===== config.mk =====
export PLATFORM = sky130hd
export DESIGN_NAME = mvb_frame_seq_ctrl
export DESIGN_NICKNAME = d
export VERILOG_FILES = /design/src/rtl/mvb_frame_seq_ctrl_pkg.sv /design/src/rtl/mvb_frame_seq_ctrl_bit_timer.sv /design/src/rtl/mvb_frame_seq_ctrl.sv
export SDC_FILE = /design/constraint.sdc
export NUM_CORES = 1
export LEC_CHECK = 0
export CAP_MARGIN = 20
export CORE_MARGIN = 2
export CORE_UTILIZATION = 45
export CTS_CLUSTER_DIAMETER = 60
export CTS_CLUSTER_SIZE = 28
export DETAILED_ROUTE_END_ITERATION = 6
export PLACE_DENSITY = 0.81
export REMOVE_ABC_BUFFERS = 1
export SLEW_MARGIN = 20
export SYNTH_ARGS = -nofsm -noshare
export SYNTH_HDL_FRONTEND = slang
export SYNTH_SLANG_ARGS = --single-unit
export TNS_END_PERCENT = 20

===== constraint.sdc =====
create_clock -name clk_24M -period 2.5 [get_ports clk_24M]
set_clock_uncertainty 0.05 [all_clocks]
set_input_delay 0.25 -clock clk_24M [delete_from_list [all_inputs] [get_ports clk_24M]]
set_output_delay 0.25 -clock clk_24M [all_outputs]
set_load 0.005 [all_outputs]

===== src/rtl/mvb_frame_seq_ctrl_pkg.sv =====
// mvb_pkg: shared types and constants for the MVB receive-path frame sequencer.
//   state_e    : sequencer states
//   ERR_*      : err_code values reported on frame_err (0 on success)
//   DEF_*      : default bit-time counts per frame field
//   max4()     : helper used to size the shared bit counter
package mvb_pkg;

    typedef enum logic [2:0] {
        IDLE      = 3'd0,
        DELIM     = 3'd1,
        DATA      = 3'd2,
        CRC       = 3'd3,
        END_DELIM = 3'd4,
        DONE      = 3'd5
    } state_e;

    localparam logic [2:0] ERR_NONE    = 3'd0;
    localparam logic [2:0] ERR_DELIM   = 3'd1;
    localparam logic [2:0] ERR_LENGTH  = 3'd2;
    localparam logic [2:0] ERR_SIGNAL  = 3'd3;
    localparam logic [2:0] ERR_CRC     = 3'd4;
    localparam logic [2:0] ERR_END     = 3'd5;
    localparam logic [2:0] ERR_TIMEOUT = 3'd6;

    localparam int DEF_WORD_BITS  = 16;
    localparam int DEF_CRC_BITS   = 8;
    localparam int DEF_DELIM_BITS = 9;
    localparam int DEF_END_BITS   = 3;

    function automatic int max4(input int a, input int b, input int c, input int d);
        int m;
        m = a;
        if (b > m) m = b;
        if (c > m) m = c;
        if (d > m) m = d;
        return m;
    endfunction

endpackage


===== src/rtl/mvb_frame_seq_ctrl_bit_timer.sv =====
// mvb_bit_timer: bit-time counter and bit-gap watchdog shared by all states.
//   clk_i, rst_i  : clock, synchronous active-high reset
//   clr_i         : restart both counters (asserted on every state change)
//   bit_tick_i    : one strobe per received bit time
//   term_i        : bit times in the current field
//   done_o        : this bit_tick completes the field (counter wraps to 0)
//   timeout_o     : this is the TIMEOUT_CYC-th consecutive cycle without a bit_tick
module mvb_bit_timer #(
    parameter int CNT_W       = 5,
    parameter int TIMEOUT_CYC = 64
) (
    input  logic             clk_i,
    input  logic             rst_i,
    input  logic             clr_i,
    input  logic             bit_tick_i,
    input  logic [CNT_W-1:0] term_i,
    output logic             done_o,
    output logic             timeout_o
);

    localparam int TO_W = $clog2(TIMEOUT_CYC + 1);

    logic [CNT_W-1:0] bit_cnt_q;
    logic [TO_W-1:0]  to_cnt_q;

    assign done_o    = bit_tick_i && (bit_cnt_q == term_i - 1'b1);
    assign timeout_o = !bit_tick_i && (to_cnt_q == TO_W'(TIMEOUT_CYC - 1));

    always_ff @(posedge clk_i) begin
        if (rst_i || clr_i) begin
            bit_cnt_q <= '0;
            to_cnt_q  <= '0;
        end else begin
            // wrap on field completion so back-to-back words need no state change
            if (bit_tick_i)
                bit_cnt_q <= done_o ? '0 : bit_cnt_q + 1'b1;
            if (bit_tick_i)
                to_cnt_q <= '0;
            else if (to_cnt_q != TO_W'(TIMEOUT_CYC))
                to_cnt_q <= to_cnt_q + 1'b1;
        end
    end

endmodule


===== src/rtl/mvb_frame_seq_ctrl.sv =====
// mvb_frame_seq_ctrl: sequences one received MVB frame:
// start delimiter -> data words / CRC groups -> end delimiter -> done.
//   clk_24M, rst           : clock, synchronous active-high reset
//   bit_tick               : one strobe per received bit time
//   frame_start            : start bit seen (acted on only in IDLE)
//   s_frame/m_frame        : slave/master delimiter recognised
//   e_frame                : end delimiter recognised
//   delimiter_error        : delimiter mismatch
//   crc_error              : CRC result, valid the cycle after crc_read
//   signal_error/quality_error : line faults, abort immediately
//   frame_length           : slave frame length in words, sampled with s_frame
//   *_en, deser_wait, frame_end : level enables decoded from state
//   crc_read, frame_ok, frame_err : registered one-cycle pulses
//   err_code               : cause of the last rejection (0 after success)
//   word_count             : data words received in the current frame
module mvb_frame_seq_ctrl
    import mvb_pkg::*;
#(
    parameter int MAX_WORDS     = 16,
    parameter int LEN_W         = 5,
    parameter int WORD_BITS     = DEF_WORD_BITS,
    parameter int WORDS_PER_CRC = 4,
    parameter int CRC_BITS      = DEF_CRC_BITS,
    parameter int DELIM_BITS    = DEF_DELIM_BITS,
    parameter int END_BITS      = DEF_END_BITS,
    parameter int TIMEOUT_CYC   = 64
) (
    input  logic             clk_24M,
    input  logic             rst,
    input  logic             bit_tick,
    input  logic             frame_start,
    input  logic             s_frame,
    input  logic             m_frame,
    input  logic             e_frame,
    input  logic             delimiter_error,
    input  logic             crc_error,
    input  logic             signal_error,
    input  logic             quality_error,
    input  logic [LEN_W-1:0] frame_length,
    output logic             start_check_en,
    output logic             delimiter_check_en,
    output logic             deser_en,
    output logic             deser_wait,
    output logic             crc_check_en,
    output logic             crc_read,
    output logic             frame_end,
    output logic             frame_ok,
    output logic             frame_err,
    output logic [2:0]       err_code,
    output logic [LEN_W-1:0] word_count
);

    localparam int CNT_W = $clog2(max4(WORD_BITS, CRC_BITS, DELIM_BITS, END_BITS) + 1);
    localparam int GRP_W = $clog2(WORDS_PER_CRC + 1);

    state_e           state_q, state_d;
    logic [LEN_W-1:0] wc_q, wc_d, exp_q, exp_d, wc_inc;
    logic [GRP_W-1:0] grp_q, grp_d, grp_inc;
    // CRC sub-phase: 0 counting bits, 1 crc_read high, 2 crc_error valid
    logic [1:0]       ph_q, ph_d;
    logic             crc_read_q, crc_read_d;
    logic             ok_q, ok_d, err_q, err_d;
    logic [2:0]       code_q, code_d;
    logic             fin;
    logic [2:0]       fin_code;
    logic [CNT_W-1:0] term;
    logic             tdone, timeout, clr;

    assign wc_inc  = wc_q + 1'b1;
    assign grp_inc = grp_q + 1'b1;
    assign clr     = (state_d != state_q);

    always_comb begin
        case (state_q)
            DELIM:     term = CNT_W'(DELIM_BITS);
            CRC:       term = CNT_W'(CRC_BITS);
            END_DELIM: term = CNT_W'(END_BITS);
            default:   term = CNT_W'(WORD_BITS);
        endcase
    end

    mvb_bit_timer #(
        .CNT_W      (CNT_W),
        .TIMEOUT_CYC(TIMEOUT_CYC)
    ) u_timer (
        .clk_i     (clk_24M),
        .rst_i     (rst),
        .clr_i     (clr),
        .bit_tick_i(bit_tick),
        .term_i    (term),
        .done_o    (tdone),
        .timeout_o (timeout)
    );

    always_comb begin
        state_d    = state_q;
        wc_d       = wc_q;
        grp_d      = grp_q;
        exp_d      = exp_q;
        ph_d       = ph_q;
        crc_read_d = 1'b0;
        ok_d       = 1'b0;
        err_d      = 1'b0;
        code_d     = code_q;
        fin        = 1'b0;
        fin_code   = ERR_NONE;
        case (state_q)
            IDLE: begin
                if (frame_start) state_d = DELIM;
            end
            DONE: begin
                state_d = IDLE;
                wc_d    = '0;
                grp_d   = '0;
                ph_d    = '0;
            end
            default: begin
                // line faults beat the watchdog, which beats per-state checks
                if (signal_error || quality_error) begin
                    fin = 1'b1; fin_code = ERR_SIGNAL;
                end else if (timeout) begin
                    fin = 1'b1; fin_code = ERR_TIMEOUT;
                end else begin
                    case (state_q)
                        DELIM: if (tdone) begin
                            if (delimiter_error) begin
                                fin = 1'b1; fin_code = ERR_DELIM;
                            end else if (m_frame) begin
                                exp_d = LEN_W'(1); state_d = DATA;
                            end else if (s_frame) begin
                                if (frame_length != '0 && frame_length <= LEN_W'(MAX_WORDS)) begin
                                    exp_d = frame_length; state_d = DATA;
                                end else begin
                                    fin = 1'b1; fin_code = ERR_LENGTH;
                                end
                            end else begin
                                fin = 1'b1; fin_code = ERR_DELIM;
                            end
                        end
                        DATA: if (tdone) begin
                            wc_d  = wc_inc;
                            grp_d = grp_inc;
                            if (grp_inc == GRP_W'(WORDS_PER_CRC) || wc_inc == exp_q)
                                state_d = CRC;
                        end
                        CRC: begin
                            case (ph_q)
                                2'd0: if (tdone) begin
                                    ph_d = 2'd1; crc_read_d = 1'b1;
                                end
                                2'd1: ph_d = 2'd2;
                                default: begin
                                    ph_d  = 2'd0;
                                    grp_d = '0;
                                    if (crc_error) begin
                                        fin = 1'b1; fin_code = ERR_CRC;
                                    end else if (wc_q < exp_q) begin
                                        state_d = DATA;
                                    end else begin
                                        state_d = END_DELIM;
                                    end
                                end
                            endcase
                        end
                        END_DELIM: if (tdone) begin
                            fin = 1'b1;
                            fin_code = e_frame ? ERR_NONE : ERR_END;
                        end
                        default: ;
                    endcase
                end
                if (fin) begin
                    state_d    = DONE;
                    ph_d       = '0;
                    crc_read_d = 1'b0;
                    code_d     = fin_code;
                    ok_d       = (fin_code == ERR_NONE);
                    err_d      = (fin_code != ERR_NONE);
                end
            end
        endcase
    end

    always_ff @(posedge clk_24M) begin
        if (rst) begin
            state_q    <= IDLE;
            wc_q       <= '0;
            grp_q      <= '0;
            exp_q      <= '0;
            ph_q       <= '0;
            crc_read_q <= 1'b0;
            ok_q       <= 1'b0;
            err_q      <= 1'b0;
            code_q     <= ERR_NONE;
        end else begin
            state_q    <= state_d;
            wc_q       <= wc_d;
            grp_q      <= grp_d;
            exp_q      <= exp_d;
            ph_q       <= ph_d;
            crc_read_q <= crc_read_d;
            ok_q       <= ok_d;
            err_q      <= err_d;
            code_q     <= code_d;
        end
    end

    // level outputs are forced low while rst is held
    assign start_check_en     = !rst && (state_q == IDLE);
    assign delimiter_check_en = !rst && (state_q == DELIM || state_q == END_DELIM);
    assign deser_en           = !rst && (state_q == DATA || state_q == CRC);
    assign crc_check_en       = !rst && (state_q == DATA || state_q == CRC);
    assign deser_wait         = !rst && (state_q == CRC);
    assign frame_end          = !rst && (state_q == END_DELIM);
    assign crc_read           = crc_read_q;
    assign frame_ok           = ok_q;
    assign frame_err          = err_q;
    assign err_code           = code_q;
    assign word_count         = wc_q;

endmodule


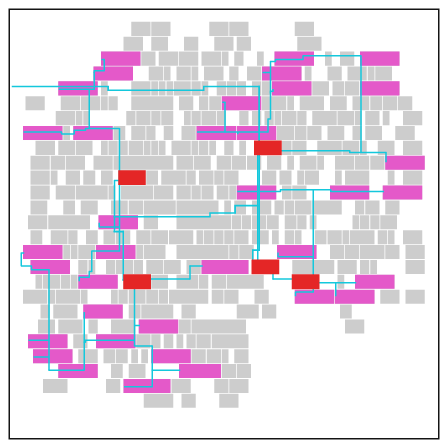
Figure 1: routed clock nets over the placement.
legend:
  cells driving clock nets:
    color: red
    count: 5
  flip-flops:
    color: magenta
    count: 36
  clock wires:
    color: cyan
    length: 513 um
flops lie: widely spread
routed clock nets: 6

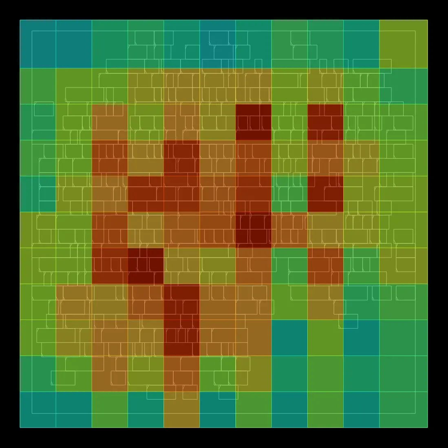
Figure 2: routing congestion map.
detailed-route wire length per cell: 15.9 um
met3 GRT Util: 0.0655

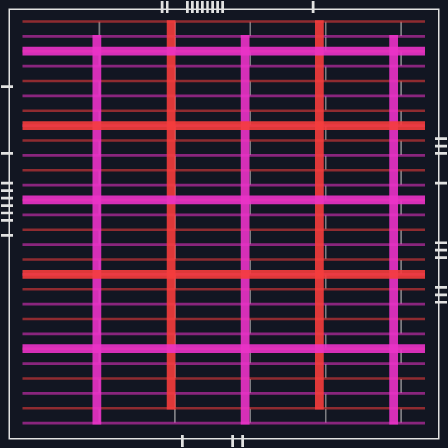
Figure 3: PDN straps and rails.
Pins as bars on the die edge. Tap cells in gray.
legend:
  VSS:
    color: magenta
  VDD:
    color: red
met5 straps: 5
tap cells: 72
signal pins: 33

==> summary.txt <==
Purpose: to document the outcome of synthesis and place and route.

Yosys
The library cell occupying the most area in the post-synthesis netlist is sky130_fd_sc_hd__dfxtp_1. The post-synthesis async set-or-reset flop share is 0. The main area contributors are sky130_fd_sc_hd__dfxtp_1 (29%), sky130_fd_sc_hd__ha_1 (6.1%), sky130_fd_sc_hd__nor2_1 (4.7%). The post-synth register bit count is 36.

Flow run
The number of maximum-capacitance violations recorded for the run is 0. OpenROAD emitted warnings numbering 29.

Hold path
According to the hold report, the worst path is of the reg2reg type.

Placed design
Summing all placed instances gives a cell area of roughly 3100 sq um.

Power and ir drop
The design draws between 1.5 and 2 mW. The power per unit of standard cell area is between 400 and 500 nW/um^2.

Finish
Ranked by total area, the top cell class in this layout is combinational gates. The number of antenna diodes in the final layout is 0. In the final layout, the share of cells above drive strength 1 is 0.240. The count of fill cells added during filler insertion is ~440.

Final timing
The final setup slack of the worst path is -0.236 ns. The final count of negative-setup-slack endpoints is 25.

Setup path
The endpoint kind of the worst setup timing path is a flip-flop. The critical path startpoint category is a flip-flop.

Clock tree
The number of buffers added by the clock tree synthesis step is 5. The post-CTS hold buffer count recorded in the log is 0.

Status
The run finished, with violations left. The final reports fail on setup timing.
## per-layer routing
layer  wire [um]  up-vias  global-route usage  part of all wire
met4         136        0              0.0789             0.020
met3         403       20              0.0655             0.058
met1        2870     1214               0.282              0.41
met2        3570       97               0.405              0.51
met5           0        -                   0                 0
li1            -     1202                   -                 -
## power by group
part	total, mW	internal, mW	switching (mW)
Combinational	0.429	0.201	0.228
Sequential	0.601	0.588	0.0132
Clock	0.518	0.295	0.222
Total	1.55	1.08	0.464
## worst paths after layout
kind | start | end | slack [ns] | depth (start not counted)
max | state_q[0] | u_timer.bit_cnt_q[3] | -0.24 | 11
min | grp_q[1] | grp_q[1] | 0.43 | 2
max reg2reg | state_q[0] | u_timer.bit_cnt_q[3] | -0.24 | 11
min reg2reg | grp_q[1] | grp_q[1] | 0.43 | 2
## repair_timing
item	in CTS	in global routing
gates resized	22	6
setup buffers	2	3
pin swaps	9	5
setup endpoints to repair	30	33
gates cloned	1	0
## layout by cell type (no fill, tap or decap), drive strengths merged, types with 5 or more instances in the layout
| cell type | n |
|---|---|
| nor4 | 14 |
| o21ai | 19 |
| inv | 14 |
| a21oi | 16 |
| xor2 | 13 |
| ha | 12 |
| nand4 | 5 |
| xnor2 | 10 |
| nor2b | 7 |
| clkdlybuf4s50 | 32 |
| buf | 47 |
| nor3 | 13 |
| or3 | 5 |
| clkbuf | 5 |
| nand3b | 5 |
| nand3 | 14 |
| dfxtp | 36 |
| nor2 | 31 |
| nand2 | 15 |
| mux2i | 6 |
## worst max-delay path, cell delays in order, from the launching register on
cell and delay (ns):
sky130_fd_sc_hd__dfxtp_4 0.38, sky130_fd_sc_hd__nor2b_1 0.19, sky130_fd_sc_hd__inv_1 0.11, sky130_fd_sc_hd__ha_2 0.34, sky130_fd_sc_hd__xor2_1 0.15, sky130_fd_sc_hd__and2_4 0.18, sky130_fd_sc_hd__nand3_1 0.08, sky130_fd_sc_hd__o41ai_1 0.45
sky130_fd_sc_hd__o21ai_1 0.24, sky130_fd_sc_hd__nor3_4 0.20, sky130_fd_sc_hd__buf_12 0.16, sky130_fd_sc_hd__nor3_1 0.06
## flip-flops by register name, summed over array words and instances, names as in the netlist
register	cells
grp_q	3
ph_q	2
frame_err	1
err_code	3
state_q	3
frame_ok	1
u_timer.to_cnt_q	7
exp_q	5
word_count	5
u_timer.bit_cnt_q	5
crc_read	1
## logic make-up (layout without fill, tap and decap cells)
| logic type | after synthesis | in the layout | share of synthesized area |
|---|---|---|---|
| flops | 36 | 36 | 0.290 |
| simple gates | 124 | 124 | 0.287 |
| mux | 6 | 6 | 0.0242 |
| fa+ha+maj | 12 | 12 | 0.0605 |
| compound gates | 62 | 63 | 0.194 |
| xor+xnor | 23 | 23 | 0.0812 |
| buf+inv | 32 | 102 | 0.0630 |
## stage by stage
stage	TNS (ns)	setup slack, ns	hold WS [ns]
after global placement	-3.44	-0.281	0.415
after detailed placement	-5.95	-0.445	0.423
after floorplan	-17.70	-0.720	0.269
final	-3.32	-0.236	0.429
after global routing	-7.85	-0.379	0.446
after CTS	-1.38	-0.0944	0.431
Power figures rest on the tool's default switching activity, not on a simulated workload.
